===== src/rtl/valinor_sublist_reader.sv =====
// Valinor sublist reader: scans one sublist for the best eligible element,
// extracts it, compacts the sublist and reports the refreshed pointer.
package valinor_pkg;
    localparam int NUM_OF_ELEMENTS_PER_SUBLIST = 8;
    localparam int NUM_OF_SUBLIST = 16;
    localparam int TIME_W = 16;
    localparam int RANK_W = 16;
    localparam int EID_W  = 16;
    localparam int PNUM_W = $clog2(NUM_OF_ELEMENTS_PER_SUBLIST);
    localparam int PID_W  = $clog2(NUM_OF_SUBLIST);

    typedef logic [TIME_W-1:0] TIME_LOG;

    typedef struct packed {
        logic [EID_W-1:0]  id;
        logic [RANK_W-1:0] rank;
        TIME_LOG           send_time;
    } SublistElement;

    typedef struct packed {
        logic [PID_W-1:0]  id;
        logic              full;
        logic [PNUM_W-1:0] num;
        logic [RANK_W-1:0] smallest_rank;
        TIME_LOG           smallest_send_time;
    } PointerElement;
endpackage

module valinor_sublist_reader
    import valinor_pkg::*;
#(
    parameter int NUM_ELEMS    = NUM_OF_ELEMENTS_PER_SUBLIST,
    parameter int NUM_SUBLISTS = NUM_OF_SUBLIST,
    parameter int IDX_W        = $clog2(NUM_ELEMS),
    parameter int SL_W         = $clog2(NUM_SUBLISTS)
) (
    input  logic                  clk,
    input  logic                  rst_n,
    input  logic                  req_valid,
    output logic                  req_ready,
    input  PointerElement         req_ptr,
    input  TIME_LOG               req_now,
    output logic                  rd_en,
    output logic [SL_W+IDX_W-1:0] rd_addr,
    input  SublistElement         rd_data,
    output logic                  wr_en,
    output logic [SL_W+IDX_W-1:0] wr_addr,
    output SublistElement         wr_data,
    output logic                  resp_valid,
    input  logic                  resp_ready,
    output logic                  resp_found,
    output SublistElement         resp_elem,
    output PointerElement         resp_ptr
);
    localparam int CNT_W = IDX_W + 1;
    localparam SublistElement CLR_ELEM = '{id: '0, rank: '1, send_time: '1};

    typedef enum logic [2:0] {
        S_IDLE, S_SCAN, S_DRAIN, S_WB_MOVE, S_WB_CLEAR, S_RESP
    } state_t;

    state_t r_state, w_next;

    logic              r_alive;
    PointerElement     r_ptr;
    TIME_LOG           r_now;
    logic [CNT_W-1:0]  r_cnt;
    logic [IDX_W-1:0]  r_slot;
    logic              r_dv;
    logic [IDX_W-1:0]  r_dslot;

    logic              r_bv, w_bv;
    logic [RANK_W-1:0] r_brank, w_brank;
    logic [IDX_W-1:0]  r_bslot, w_bslot;
    SublistElement     r_belem, w_belem;
    logic [RANK_W-1:0] r_m1r, w_m1r, r_m2r, w_m2r;
    logic [IDX_W-1:0]  r_m1s, w_m1s;
    TIME_LOG           r_t1, w_t1, r_t2, w_t2;
    logic [IDX_W-1:0]  r_t1s, w_t1s;
    SublistElement     r_last, w_last;

    logic              r_found;
    SublistElement     r_relem;
    PointerElement     r_rptr;

    logic              w_accept;
    logic [CNT_W-1:0]  w_req_cnt;
    logic [CNT_W-1:0]  w_cm1;
    logic [IDX_W-1:0]  w_last_idx;
    PointerElement     w_newptr;

    assign w_req_cnt  = req_ptr.full ? CNT_W'(NUM_ELEMS)
                                     : CNT_W'(req_ptr.num);
    assign w_cm1      = r_cnt - CNT_W'(1);
    assign w_last_idx = w_cm1[IDX_W-1:0];
    assign w_accept   = req_valid && req_ready;

    // Trackers fold in one returning element per cycle; slot 0 seeds the mins.
    always_comb begin
        w_bv    = r_bv;
        w_brank = r_brank;
        w_bslot = r_bslot;
        w_belem = r_belem;
        w_m1r   = r_m1r;
        w_m1s   = r_m1s;
        w_m2r   = r_m2r;
        w_t1    = r_t1;
        w_t1s   = r_t1s;
        w_t2    = r_t2;
        w_last  = r_last;
        if (r_dv) begin
            if (rd_data.send_time <= r_now &&
                (!r_bv || rd_data.rank < r_brank)) begin
                w_bv    = 1'b1;
                w_brank = rd_data.rank;
                w_bslot = r_dslot;
                w_belem = rd_data;
            end
            if (r_dslot == '0) begin
                w_m1r = rd_data.rank;
                w_m1s = r_dslot;
                w_m2r = '1;
                w_t1  = rd_data.send_time;
                w_t1s = r_dslot;
                w_t2  = '1;
            end else begin
                if (rd_data.rank < r_m1r) begin
                    w_m2r = r_m1r;
                    w_m1r = rd_data.rank;
                    w_m1s = r_dslot;
                end else if (rd_data.rank < r_m2r) begin
                    w_m2r = rd_data.rank;
                end
                if (rd_data.send_time < r_t1) begin
                    w_t2  = r_t1;
                    w_t1  = rd_data.send_time;
                    w_t1s = r_dslot;
                end else if (rd_data.send_time < r_t2) begin
                    w_t2 = rd_data.send_time;
                end
            end
            if (r_dslot == w_last_idx) w_last = rd_data;
        end
    end

    always_comb begin
        w_newptr      = r_ptr;
        w_newptr.full = 1'b0;
        w_newptr.num  = PNUM_W'(w_cm1);
        if (w_cm1 == '0) begin
            w_newptr.smallest_rank      = '1;
            w_newptr.smallest_send_time = '1;
        end else begin
            w_newptr.smallest_rank =
                (w_m1s == w_bslot) ? w_m2r : w_m1r;
            w_newptr.smallest_send_time =
                (w_t1s == w_bslot) ? w_t2 : w_t1;
        end
    end

    always_ff @(posedge clk) begin
        if (!rst_n) r_state <= S_IDLE;
        else        r_state <= w_next;
    end

    always_comb begin
        w_next    = r_state;
        req_ready = 1'b0;
        rd_en     = 1'b0;
        rd_addr   = '0;
        wr_en     = 1'b0;
        wr_addr   = '0;
        wr_data   = '0;
        resp_valid = 1'b0;
        case (r_state)
            S_IDLE: begin
                req_ready = r_alive;
                if (w_accept)
                    w_next = (w_req_cnt == '0) ? S_RESP : S_SCAN;
            end
            S_SCAN: begin
                rd_en   = 1'b1;
                rd_addr = {r_ptr.id[SL_W-1:0], r_slot};
                if (r_slot == w_last_idx) w_next = S_DRAIN;
            end
            S_DRAIN: begin
                if (!w_bv)                         w_next = S_RESP;
                else if (w_bslot == w_last_idx)    w_next = S_WB_CLEAR;
                else                               w_next = S_WB_MOVE;
            end
            S_WB_MOVE: begin
                wr_en   = 1'b1;
                wr_addr = {r_ptr.id[SL_W-1:0], r_bslot};
                wr_data = r_last;
                w_next  = S_WB_CLEAR;
            end
            S_WB_CLEAR: begin
                wr_en   = 1'b1;
                wr_addr = {r_ptr.id[SL_W-1:0], w_last_idx};
                wr_data = CLR_ELEM;
                w_next  = S_RESP;
            end
            S_RESP: begin
                resp_valid = 1'b1;
                if (resp_ready) w_next = S_IDLE;
            end
            default: w_next = S_IDLE;
        endcase
    end

    always_ff @(posedge clk) begin
        if (!rst_n) begin
            r_alive <= 1'b0;
            r_ptr   <= '0;
            r_now   <= '0;
            r_cnt   <= '0;
            r_slot  <= '0;
            r_dv    <= 1'b0;
            r_dslot <= '0;
            r_bv    <= 1'b0;
            r_brank <= '0;
            r_bslot <= '0;
            r_belem <= '0;
            r_m1r   <= '0;
            r_m1s   <= '0;
            r_m2r   <= '0;
            r_t1    <= '0;
            r_t1s   <= '0;
            r_t2    <= '0;
            r_last  <= '0;
            r_found <= 1'b0;
            r_relem <= '0;
            r_rptr  <= '0;
        end else begin
            r_alive <= 1'b1;
            r_dv    <= (r_state == S_SCAN);
            r_dslot <= r_slot;
            r_bv    <= w_bv;
            r_brank <= w_brank;
            r_bslot <= w_bslot;
            r_belem <= w_belem;
            r_m1r   <= w_m1r;
            r_m1s   <= w_m1s;
            r_m2r   <= w_m2r;
            r_t1    <= w_t1;
            r_t1s   <= w_t1s;
            r_t2    <= w_t2;
            r_last  <= w_last;
            case (r_state)
                S_IDLE: begin
                    if (w_accept) begin
                        r_ptr   <= req_ptr;
                        r_now   <= req_now;
                        r_cnt   <= w_req_cnt;
                        r_slot  <= '0;
                        r_bv    <= 1'b0;
                        r_found <= 1'b0;
                        r_relem <= '0;
                        r_rptr  <= req_ptr;
                    end
                end
                S_SCAN:  r_slot <= r_slot + IDX_W'(1);
                S_DRAIN: begin
                    r_found <= w_bv;
                    r_relem <= w_bv ? w_belem : '0;
                    r_rptr  <= w_bv ? w_newptr : r_ptr;
                end
                default: ;
            endcase
        end
    end

    assign resp_found = r_found;
    assign resp_elem  = r_relem;
    assign resp_ptr   = r_rptr;

endmodule


===== config.mk =====
export PLATFORM = sky130hd
export DESIGN_NAME = valinor_sublist_reader
export DESIGN_NICKNAME = d
export VERILOG_FILES = /design/src/rtl/valinor_sublist_reader.sv
export SDC_FILE = /design/constraint.sdc
export NUM_CORES = 1
export LEC_CHECK = 0
export ABC_AREA = 1
export CAP_MARGIN = 40
export CORE_UTILIZATION = 30
export CTS_BUF_LIST = sky130_fd_sc_hd__clkbuf_8
export DETAILED_ROUTE_END_ITERATION = 16
export GPL_TIMING_DRIVEN = 0
export SLEW_MARGIN = 20
export SYNTH_ARGS = -nofsm -noshare
export SYNTH_HDL_FRONTEND = slang
export SYNTH_SLANG_ARGS = --single-unit

===== constraint.sdc =====
create_clock -name clk -period 5.2 [get_ports clk]
set_input_delay 1.3 -clock clk [delete_from_list [all_inputs] [get_ports clk]]
set_output_delay 1.3 -clock clk [all_outputs]
set_load 0.02 [all_outputs]

Fig. 1: run 1, cell classes on the final placement
The bar under the picture is 50 µm long.
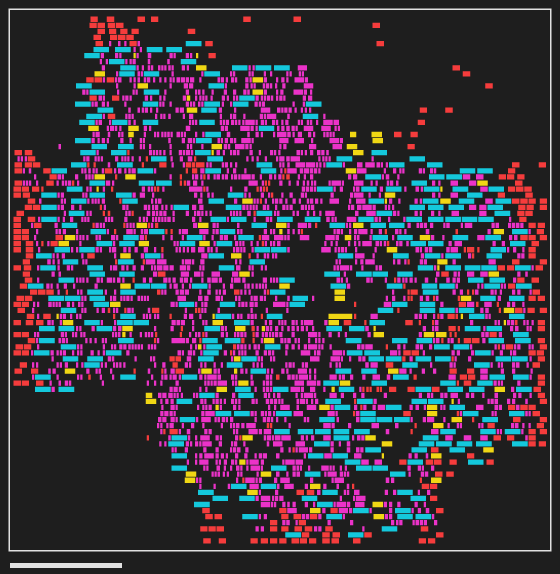
- flip-flops: cyan (cells 345)
- clock drivers and dummy loads: yellow (cells 108)
- all other logic: magenta (cells 2019)
- other buffers and delay cells: red (cells 410)

Fig. 2: run 1, clock wiring as the flow saved it
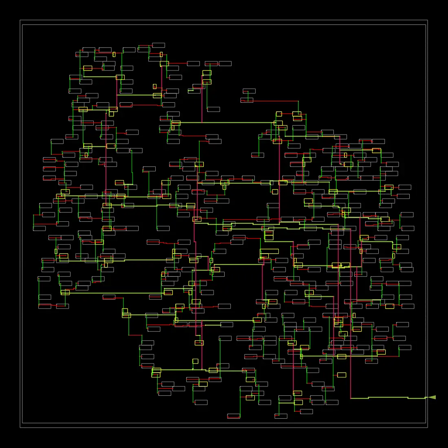
Skew-Pair Late Insertion Delay: 630 ps
clock sinks: 345
sequential cells: 345
Clock Power: 2660 µW
Setup Skew: 23.07 ps

Fig. 3: run 1, routed clock nets over the placement
The bar under the picture is 50 µm long.
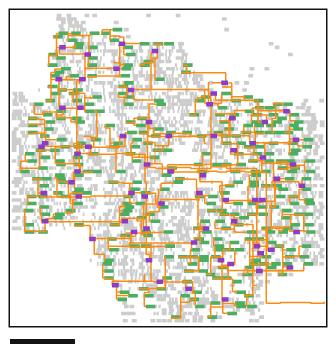
- flip-flops: green (count 345)
- clock wires: orange (length 5540 µm)
- cells driving clock nets: purple (count 66)
- routed clock nets: 67

==> job_summary.md, run 1 <==
### Yosys + OpenROAD results

| Metric | Value |
|---|---|
| Status | completed |
| Count of library flops with an enable pin | 0 |
| Max-cap violation count | 0 |
| CTS Root Cell | clkbuf_8 |
| Most common reg cell | dfxtp_1 |
| GRT Total Usage | 20.86% |
| Overall power | 8735 µW |
| Top Ports | 263 |
| Worst Setup End Kind | output port |
| Area figure in the yosys stat output | 0.01730 mm² |
| Max VDD drop | 0.1819 mV |
| Max Clock Freq | 0.2145 GHz |
| Crit path kind | reg2out |
| PwrDens | 394.3 mW/mm² |
| Sw Pwr | 3356 µW |
| PostCTS Resize Cnt | 0 |
| # Cells Yosys | 2510 |
| CTS Hold Bufs | 0 |
| Postcts setup bufs | 0 |
| Max Buffers Root-to-Sink | 3 |
| Worst Setup Start Kind | flop |
| Most numerous logic cells after layout | nand2_1 (609), inv_1 (381), dfxtp_1 (345), clkdlybuf4s50_1 (262), a21oi_1 (259) |
| CTS tree | yes |
| First-pass GRT wire length | 94.81 mm |
| Area Growth Syn to Fin | 28.04% |
| Gr ovfl total | 0 |
| Share of cells above drive strength 1 | 4.892% |
| RSZ-0062 raised after global routing | false |
| Final core occ | 39.06% |
| Via Count | 17.28k |
| Share of flip-flops with an asynchronous set or reset | 0% |
| Tool warnings | 27 |
| Ys flops | 345 |
run 1: synthesized netlist by cell type (3+ instances only):
master / n / area [µm²]
nand2_2: 10 / 62.56
buf_4: 4 / 30.03
nand3_1: 126 / 630.6
nor3_2: 3 / 30.03
ha_1: 94 / 1176
o22ai_1: 5 / 31.28
nor2_1: 203 / 762.0
a21o_1: 4 / 30.03
nand2_4: 3 / 33.78
a21oi_1: 259 / 1296
a31oi_1: 8 / 50.05
a32o_1: 48 / 480.5
nand4_1: 40 / 250.2
dfxtp_1: 345 / 6907
nor3_1: 6 / 30.03
inv_2: 4 / 15.01
nand2_1: 609 / 2286
xor2_1: 6 / 52.55
clkbuf_1: 124 / 465.5
buf_1: 5 / 18.77
o21ai_0: 201 / 1006
inv_1: 367 / 1378
buf_2: 10 / 50.05
run 1: worst paths after layout:
| check | start | endpoint | slack, ps | cells past startpoint |
|---|---|---|---|---|
| hold reg to reg | r_last[3]$_SDFFE_PN0P_ | r_last[3]$_SDFFE_PN0P_ | 450 | 2 |
| setup reg to reg | r_now[11]$_SDFFE_PN0P_ | resp_ptr[35]$_SDFFE_PN0P_ | 1750 | 12 |
| setup / recovery | r_state[2]$_SDFFE_PN0P_ | wr_addr[1] | 540 | 5 |
| hold / removal | r_last[3]$_SDFFE_PN0P_ | r_last[3]$_SDFFE_PN0P_ | 450 | 2 |
run 1: sequential cells by signal, summed over array words and instances, names as in the netlist, 16 cells and up:
register / count
r_belem: 48
r_last: 48
resp_elem: 48
r_ptr: 40
resp_ptr: 40
r_brank: 16
r_m1r: 16
r_m2r: 16
r_now: 16
r_t1: 16
r_t2: 16
run 1: power groups by stage:
| stage | registers [µW] | logic (µW) | clock network [µW] |
|---|---|---|---|
| after floorplan | 3160 | 1920 | 0 |
| after global placement | 3130 | 2950 | 0 |
| after detailed placement | 3130 | 2960 | 0 |
| after CTS | 3080 | 2980 | 2720 |
| after global routing | 3110 | 3350 | 2850 |
| final | 3080 | 3000 | 2660 |
run 1: final cells by class:
class                           count  area, µm²
Fill cell                        6051      34560
Tap cell                          756      945.9
Antenna cell                        1      2.502
Clock buffer                       79       1087
Inverter                          373       1401
Timing Repair Buffer              264       2641
Sequential cell                   345       6907
Buffer                            146      594.3
Clock inverter                     29      173.9
Multi-Input combinational cell   1646       8399
run 1: layer usage:
| layer | GRT usage, % | share of wire [%] |
|---|---|---|
| met2 | 32.23 | 43 |
| met5 | 0 | 0 |
| met4 | 5.249 | 1.6 |
| met1 | 29.72 | 48 |
| met3 | 3.755 | 7.1 |
run 1: metrics by stage:
stage	hold WS [ps]	setup slack, ps	cells
after floorplan	424.5	1825	2510
after global placement	434.7	15.32	3528
after detailed placement	442.5	12.03	3529
after CTS	450.3	595.3	3637
after global routing	468.6	509.9	3638
final	446.2	538.2	3639
run 1: cell families after synthesis:
logic type / synth area share [%]
AND-OR/OR-AND: 17.23
XOR/XNOR: 0.4050
buffers and inverters: 11.53
flip-flops: 39.92
adder cells (fa/ha/maj): 6.798
AND/OR/NAND/NOR: 24.12
run 1: critical path: stages, from the launching register on:
cell and delay [ps]:
dfxtp_1 360, inv_1 90, nand3_1 420, clkbuf_1 530, o22ai_1 600, clkdlybuf4s50_1 720
==> run 2: changes to the inputs <==
SLEW_MARGIN = not set   (was 20)
Fig. 4: run 2, routed clock nets over the placement
The bar under the picture is 50 µm long.
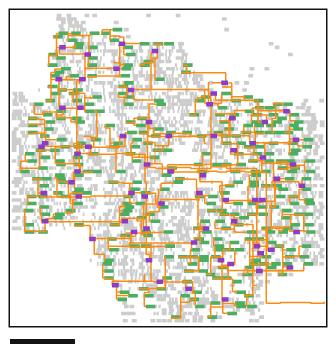
- cells driving clock nets: purple (count 66)
- flip-flops: green (count 345)
- clock wires: orange (length 5540 µm)
- routed clock nets: 67

Fig. 5: run 2, gate families picked out
The bar under the picture is 50 µm long.
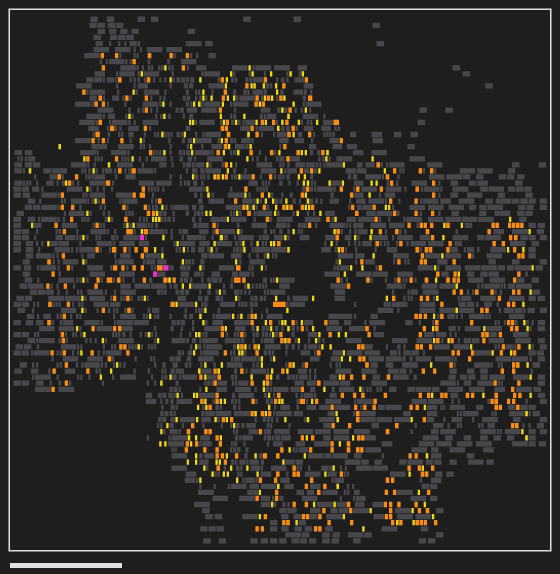
- AND and OR gates: magenta (cells 3; most used or2_2)
- inverters: yellow (cells 373; most used inv_1)
- inverting AOI/OAI gates: orange (cells 481; most used a21oi_1; where all over the die)

==> run 2 against run 1 <==
- global-route usage unchanged
- synthesized cell count stayed put
- critical path depth unchanged
- non-clock buffer count stayed put
- power did not move
- combinational power about the same
- critical path type unchanged
==> job_summary.md, run 2 <==
### Yosys + OpenROAD results

| Metric | Value |
|---|---|
| Share of cells above drive strength 1 | 4.892% |
| Place WS | 12.03 ps |
| Crit path kind | reg2out |
| Ys flops | 345 |
| Status | completed |
| Count leader, synth | nand2_1 |
| CP Cell Sequence | inv_1 -> nand3_1 -> clkbuf_1 -> o22ai_1 -> clkdlybuf4s50_1 |
| Max VDD drop | 0.1819 mV |
| CP max stage delay | 720 ps |
| RSZ-0062 raised after global routing | false |
| CTS tree | yes |
| Share of flip-flops with an asynchronous set or reset | 0% |
| Worst path slowest cell | clkdlybuf4s50_1 |
| Setup Skew | 23.07 ps |
| Skew-Pair Late Insertion Delay | 630 ps |
| Top cells by area | dfxtp_1 (40%), nand2_1 (13%), inv_1 (8.0%) |
| Largest area contributor in the netlist | dfxtp_1 |
| Max Buffers Root-to-Sink | 3 |
| PwrDens | 394.3 mW/mm² |
| Hold slack final | 446.2 ps |
| Clock sinks | 345 |
| Fillers | 6051 |
| Max Clock Freq | 0.2145 GHz |
| CTS Root Cell | clkbuf_8 |
| Max-cap violation count | 0 |
| Postcts setup bufs | 0 |
| Reg2reg setup slack | 1750 ps |
| GRT Total Usage | 20.86% |
| Worst Setup Start Kind | flop |
| Via Count | 17.28k |
| Xor/xnor share | 0.4050% |
| PostCTS Resize Cnt | 0 |
| Most numerous logic cells after layout | nand2_1 (609), inv_1 (381), dfxtp_1 (345), clkdlybuf4s50_1 (262), a21oi_1 (259) |
| Top Ports | 263 |
| # Cells Yosys | 2510 |
| Mux area share | 0% |
| Worst Setup End Kind | output port |
| Simple share | 24.12% |
| Area figure in the yosys stat output | 0.01730 mm² |
| Most common reg cell | dfxtp_1 |
| Area Growth Syn to Fin | 28.04% |
| Largest type area fraction | 39.92% |
[run 2: cell counts in the layout (fill, tap and decap cells not counted)]
No cell type changed its count.
[run 2: report_power, final]
| part | total [µW] | internal (µW) | switching [µW] |
|---|---|---|---|
| clock network | 2660 | 1430 | 1230 |
| logic | 3000 | 1020 | 1980 |
| registers | 3080 | 2940 | 146 |
[run 2: through the flow]
step,total power (µW),instances,utilization (%)
after floorplan,5080,2510,-
after global placement,6078,3528,36.80
after detailed placement,6089,3529,36.82
after CTS,8773,3637,39.04
after global routing,9313,3638,39.06
final,8735,3639,39.06
[run 2: cell families (layout without fill, tap and decap cells)]
| group | Yosys count | count (layout) |
|---|---|---|
| other cells | 0 | 1 |
| buf+inv | 519 | 891 |
| flops | 345 | 345 |
| fa+ha+maj | 94 | 94 |
| simple gates | 1009 | 1009 |
| xor+xnor | 8 | 8 |
| compound gates | 535 | 535 |
[run 2: per-layer routing]
metal  part of all wire [%]  global-route usage [%]  up-vias
met5                      0                       0        -
met4                    1.6                   5.249        0
met3                    7.1                   3.755       79
met2                     43                   32.23      604
met1                     48                   29.72     7852
li1                       -                       -     8745
[run 2: critical path, delay by kind of cell, from the launching register on]
kind,cells,cell delay [ps]
buffers and inverters,3,1340
AOI/OAI and AO/OA,1,600
and+or+nand+nor,1,420
DFF,1,360
[run 2: final cells by class]
class | instances | area [µm²] | share of cell area [%]
multi-input combinational | 1646 | 8399 | 37.92
sequential | 345 | 6907 | 31.18
timing repair buffer | 264 | 2641 | 11.92
inverter | 373 | 1401 | 6.326
clock buffer | 79 | 1087 | 4.908
tap | 756 | 945.9 | 4.270
buffer | 146 | 594.3 | 2.683
clock inverter | 29 | 173.9 | 0.7851
antenna | 1 | 2.502 | 0.01130
[run 2: final timing paths]
path                           startpoint  depth (start not counted)                         to
setup / recovery  r_state[2]$_SDFFE_PN0P_                          5                 wr_addr[1]
hold / removal     r_last[3]$_SDFFE_PN0P_                          2     r_last[3]$_SDFFE_PN0P_
setup reg to reg   r_now[11]$_SDFFE_PN0P_                         12  resp_ptr[35]$_SDFFE_PN0P_
hold reg to reg    r_last[3]$_SDFFE_PN0P_                          2     r_last[3]$_SDFFE_PN0P_
Power is estimated from default activity; no workload was simulated.
